--- src/rtl/uart_receiver.sv ---
// 8N1 serial receiver running on an oversampling clock: it samples each bit mid-cell
// and hands out a held byte through a valid/ack handshake, with framing and overrun flags.
module uart_receiver #(
  parameter int DATA_SIZE  = 8,
  parameter int OVERSAMPLE = 16
) (
  input  logic                 bclk,
  input  logic                 rst,
  input  logic                 rx_in,
  input  logic                 rx_ack,
  output logic [DATA_SIZE-1:0] rx_data,
  output logic                 rx_valid,
  output logic                 rx_busy,
  output logic                 rx_ferr,
  output logic                 rx_ovr
);

  localparam int CNT_W = $clog2(OVERSAMPLE);
  localparam int IDX_W = (DATA_SIZE > 1) ? $clog2(DATA_SIZE) : 1;
  localparam logic [CNT_W-1:0] HALF_LAST = CNT_W'(OVERSAMPLE / 2 - 1);
  localparam logic [CNT_W-1:0] BIT_LAST  = CNT_W'(OVERSAMPLE - 1);
  localparam logic [IDX_W-1:0] IDX_LAST  = IDX_W'(DATA_SIZE - 1);

  typedef enum logic [2:0] {
    S_IDLE,
    S_START,
    S_DATA,
    S_STOP,
    S_BREAK
  } state_t;

  state_t               state_q, state_d;
  logic                 sync1_q, sync1_d;
  logic                 sync2_q, sync2_d;
  logic [CNT_W-1:0]     cnt_q, cnt_d;
  logic [IDX_W-1:0]     idx_q, idx_d;
  logic [DATA_SIZE-1:0] shift_q, shift_d;
  logic [DATA_SIZE-1:0] data_q, data_d;
  logic                 valid_q, valid_d;
  logic                 busy_q, busy_d;
  logic                 ferr_q, ferr_d;
  logic                 ovr_q, ovr_d;
  logic                 rx_s;

  assign rx_s = sync2_q;

  always_comb begin
    sync1_d = rx_in;
    sync2_d = sync1_q;
    state_d = state_q;
    cnt_d   = cnt_q;
    idx_d   = idx_q;
    shift_d = shift_q;
    data_d  = data_q;
    valid_d = valid_q;
    ferr_d  = 1'b0;
    ovr_d   = ovr_q;

    if (rx_ack && valid_q) begin
      valid_d = 1'b0;
    end

    case (state_q)
      S_IDLE: begin
        cnt_d = '0;
        if (!rx_s) begin
          state_d = S_START;
        end
      end
      S_START: begin
        cnt_d = cnt_q + 1'b1;
        if (cnt_q == HALF_LAST) begin
          cnt_d   = '0;
          idx_d   = '0;
          state_d = rx_s ? S_IDLE : S_DATA;
        end
      end
      S_DATA: begin
        cnt_d = cnt_q + 1'b1;
        if (cnt_q == BIT_LAST) begin
          cnt_d   = '0;
          shift_d = {rx_s, shift_q[DATA_SIZE-1:1]};
          if (idx_q == IDX_LAST) begin
            state_d = S_STOP;
          end else begin
            idx_d = idx_q + 1'b1;
          end
        end
      end
      S_STOP: begin
        cnt_d = cnt_q + 1'b1;
        if (cnt_q == BIT_LAST) begin
          cnt_d = '0;
          if (rx_s) begin
            data_d  = shift_q;
            valid_d = 1'b1;
            // An ack on this same edge frees the slot, so only an unacked byte overruns
            if (valid_q && !rx_ack) begin
              ovr_d = 1'b1;
            end
            state_d = S_IDLE;
          end else begin
            ferr_d  = 1'b1;
            state_d = S_BREAK;
          end
        end
      end
      S_BREAK: begin
        cnt_d = '0;
        if (rx_s) begin
          state_d = S_IDLE;
        end
      end
      default: begin
        cnt_d   = '0;
        state_d = S_IDLE;
      end
    endcase

    busy_d = (state_d != S_IDLE);
  end

  always_ff @(posedge bclk) begin
    if (rst) begin
      state_q <= S_IDLE;
      sync1_q <= 1'b1;
      sync2_q <= 1'b1;
      cnt_q   <= '0;
      idx_q   <= '0;
      shift_q <= '0;
      data_q  <= '0;
      valid_q <= 1'b0;
      busy_q  <= 1'b0;
      ferr_q  <= 1'b0;
      ovr_q   <= 1'b0;
    end else begin
      state_q <= state_d;
      sync1_q <= sync1_d;
      sync2_q <= sync2_d;
      cnt_q   <= cnt_d;
      idx_q   <= idx_d;
      shift_q <= shift_d;
      data_q  <= data_d;
      valid_q <= valid_d;
      busy_q  <= busy_d;
      ferr_q  <= ferr_d;
      ovr_q   <= ovr_d;
    end
  end

  assign rx_data  = data_q;
  assign rx_valid = valid_q;
  assign rx_busy  = busy_q;
  assign rx_ferr  = ferr_q;
  assign rx_ovr   = ovr_q;

endmodule

--- config.mk ---
export PLATFORM = sky130hd
export DESIGN_NAME = uart_receiver
export DESIGN_NICKNAME = d
export VERILOG_FILES = /design/src/rtl/uart_receiver.sv
export SDC_FILE = /design/constraint.sdc
export NUM_CORES = 1
export LEC_CHECK = 0
export ABC_CLOCK_PERIOD_IN_PS = 4250
export CAP_MARGIN = 10
export CORE_MARGIN = 2
export CORE_UTILIZATION = 55
export CTS_CLUSTER_DIAMETER = 120
export CTS_CLUSTER_SIZE = 20
export DETAILED_ROUTE_END_ITERATION = 10
export PLACE_DENSITY = 0.84
export SLEW_MARGIN = 20
export SYNTH_ARGS = -nofsm -noshare
export SYNTH_HDL_FRONTEND = slang
export SYNTH_SLANG_ARGS = --single-unit
--- constraint.sdc ---
create_clock -name bclk -period 4.25 [get_ports bclk]
set_input_delay 0.85 -clock bclk [delete_from_list [all_inputs] [get_ports bclk]]
set_output_delay 0.85 -clock bclk [all_outputs]
set_load 0.01 [all_outputs]
Figure 1. Sizing map.
The bar under the picture is 20 um long.
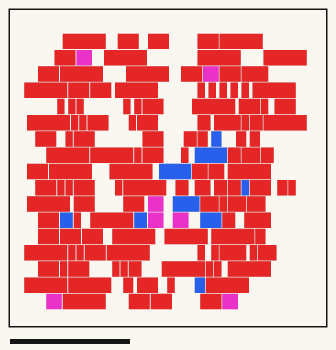
legend:
  drive 3 to 4:
    colour: magenta
    cells: 7
    share: 4.8%
  drive 1 or less:
    colour: red
    cells: 130
    share: 89%
  drive 2:
    colour: blue
    cells: 9
    share: 6.2%
fin area: 0.001498 mm^2
Signal buffers: 17
Layout area overhead: 14.11%
post-route setup slack: 1946 ps

Figure 2. Ports around the boundary.
The bar under the picture is 20 um long. Pins as bars across the die edge, other pins in grey.
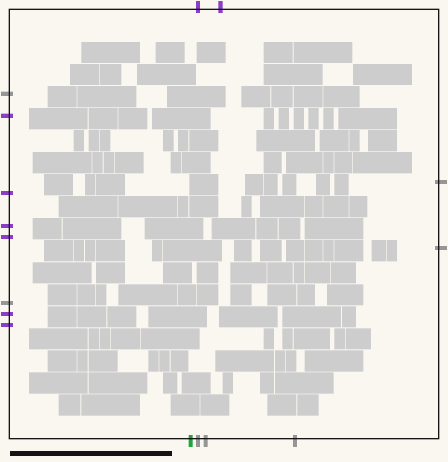
legend:
  `rx_ack`:
    colour: green
    pins: 1
    direction: input
    edge: bottom
  `rx_data`:
    colour: purple
    pins: 8
    direction: output
    edge: 6 left, 2 top
all pins by edge: 8 left, 4 bottom, 2 right, 2 top
die height: 52.85 um
Die W: 52.85 um
Port Buffers: 15

Figure 3. The metal 3 layer.
The bar under the picture is 20 um long.
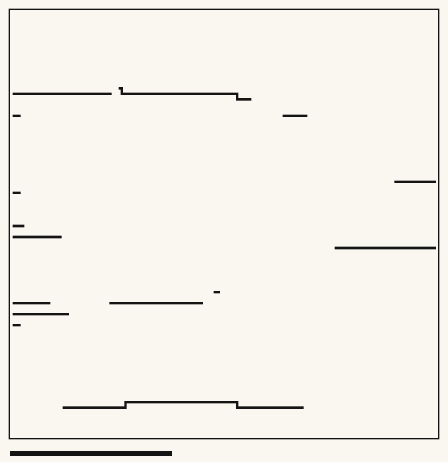
share of all routed wire: 5.0%
main direction: horizontal
drt total wl: 2213 um
grt met3 use: 9.887%
routed vias: 933

Figure 4. Metal layers overlaid.
The bar under the picture is 20 um long.
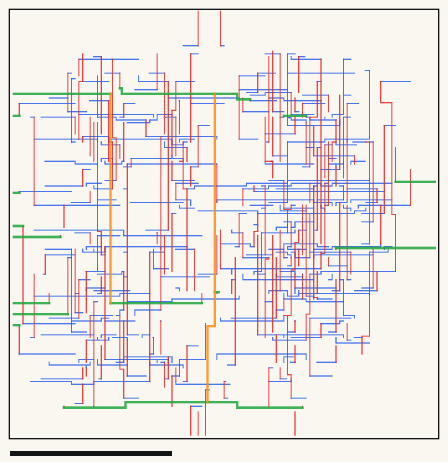
legend:
  met1:
    colour: blue
    wire_length: 970 um
  met2:
    colour: red
    wire_length: 1070 um
  met3:
    colour: green
    wire_length: 112 um
  met4:
    colour: orange
    wire_length: 64.8 um
WL/cell: 12.72 um
gr usage total: 20.69%

==> qor.yml <==
clock_network:
  cts.sinks: 32
  cts_resized: 0
  cts_tree: "done"
  cts_hold_buf: 0
  numCtsBuffers: 5
  clock_latency_ps: 330
  clockRootBuffer: "clkbuf_4"
  ctsHtreeMaxLevel: 2
  cts_buffer_depth: 2
  post_cts_buffers: 0
  cts.clk_slew.worst_paths_ps: 100
yosys:
  synth_nets: 137
  synthesis.instances: 130
  ys_types: 37
  ys_cells: 130
  synth-adder-area-share_pct: 2.860
  ff_type: "dfxtp_1"
  yosysChipArea_mm2: 0.001313
  area_leaders: "dfxtp_1, mux2i_1, nor2_1"
  numSynthFlops: 32
  yosys_warnings: 0
  xor_area_share_pct: 2.002
  synth_area_leader_cell: "dfxtp_1"
  yosysTopAreaCellShare_pct: 48.81
  syn-cell-area_mm2: 0.001313
  async_flop_share_pct: 0
  yosysMostFrequentCell: "dfxtp_1"
  ys_sh_mux_pct: 14.49
  synthTopLogicFamily: "simple AND/OR/NAND/NOR gates"
  simple_gate_share_pct: 18.59
  ys_seq_share_pct: 48.81
  postSynthAreaPerCell_um2: 10.10
  synth.top_cells.by_count: "dfxtp_1, nor2_1, mux2i_1"
  edf_count: 0
  compound_area_share_pct: 7.054
floorplan:
  rows: 17
  die_area_mm2: 0.002793
  pin_count: 16
  coreArea_mm2: 0.002233
  fp_util_pct: 58.77
layout:
  drive_gt1_share_pct: 10.96
  num_antenna_cells: 0
  fillers: 198
  final_core_util_pct: 67.06
  fin_nets: 153
  final_cells: 174
worst_hold_path:
  worstHoldPathType: "flop to flop"
pwr:
  peakVddDrop_mv: 0.3310
  p_total_w: 0.0004750
  p_per_area_mw_per_mm2: 317.1
  p_leak_nw: 0.5397
placement:
  dpl.hpwl_um: 1579
  placed_cell_area_mm2: 0.001451
  placed_cells: 167
  place.gp.congestion: 0.7702
  pre_cts_ws_ps: 1576
grt:
  grt_overflow: 0
  grt_pass1_wl_um: 3898
  antenna_found_initial: 0
  grt_max_degree: 23
  first_global_vias: 919
drt:
  drtPass1Iterations: 4
  route.detailed.drc: 0
  viasPerCell: 5.362
  dr.first_iter.drc_count: 9
  antenna_left: 0
timing:
  max_freq_ghz: 0.4339
  hold_violations: 0
  hold_slack_ps: 416.2
  slew_headroom_pct: 54.50
  drv_slew: 0
  period_used_pct: 54.22
  finalSetupViolations: 0
  grt_setup_unrepaired: "false"
  worst_clock_skew_ps: 12.64
  worst_pin_slew_ps: 680.4
  tns_ps: 0
  period_minus_slack_ps: 2304
flow_run:
  maxCapViolCount: 0
  warnings: 26
worst_setup_path:
  path_max_fanout: 22
  critPathRequiredTime_ps: 4520
  cp-end-kind: "flop"
  critical_path.startpoint_type: "input port"
  critical_path_class: "input port to flop"
  worstPathArrival_ps: 2570
status:
  status: "finished clean"
where the power goes:
part           switching (W)  leakage [nW]  total (W)  internal (W)
clock              0.0000956        0.0281   0.000156     0.0000608
combinational     0.00000695         0.253  0.0000140    0.00000701
sequential        0.00000275         0.258   0.000305      0.000302
flip-flops by register name, indices dropped and copies added, names as in the netlist:
| name | flops |
|---|---|
| shift_q | 8 |
| rx_ferr | 1 |
| cnt_q | 4 |
| rx_busy | 1 |
| rx_s | 1 |
| rx_ovr | 1 |
| rx_data | 8 |
| state_q | 3 |
| rx_valid | 1 |
| sync1_q | 1 |
| idx_q | 3 |
critical path, cell delays in order:
cell and delay (ps):
clkdlybuf4s50_1 760, or2_1 440, nor3_1 280, nand2b_1 100
mux2i_1 140
cell usage in the layout (no fill, tap or decap), drive strengths merged, types with 3 or more instances in the layout:
master         count
clkbuf             6
clkdlybuf4s50     15
dfxtp             32
ha                 3
inv                4
mux2i             19
nand2              9
nor2              22
nor4               3
or2                3
path summary, 6_finish.rpt:
kind | cells past startpoint | endpoint | slack, ps | from
max | 5 | idx_q[0] | 1950 | rst
min | 1 | rx_s | 420 | sync1_q
max reg2reg | 6 | idx_q[0] | 2480 | idx_q[0]
min reg2reg | 1 | rx_s | 420 | sync1_q
per-layer routing:
metal	global-route usage, %	part of all wire [%]	vias to the layer above
li1	-	-	476
met1	21.17	44	435
met2	33.75	48	17
met3	9.887	5.0	5
met4	12.82	2.9	0
met5	0	0	-
cell type report:
cell class                      instances  area [um^2]  share of cell area [%]
Multi-Input combinational cell         85        590.6                   39.43
Clock buffer                            6        41.29                   2.757
Tap cell                               28        35.03                   2.339
Inverter                                5        20.02                   1.337
Timing Repair Buffer                   17        165.2                   11.03
Sequential cell                        32        640.6                   42.77
Clock inverter                          1        5.005                  0.3342
Power and IR drop assume default switching activity.
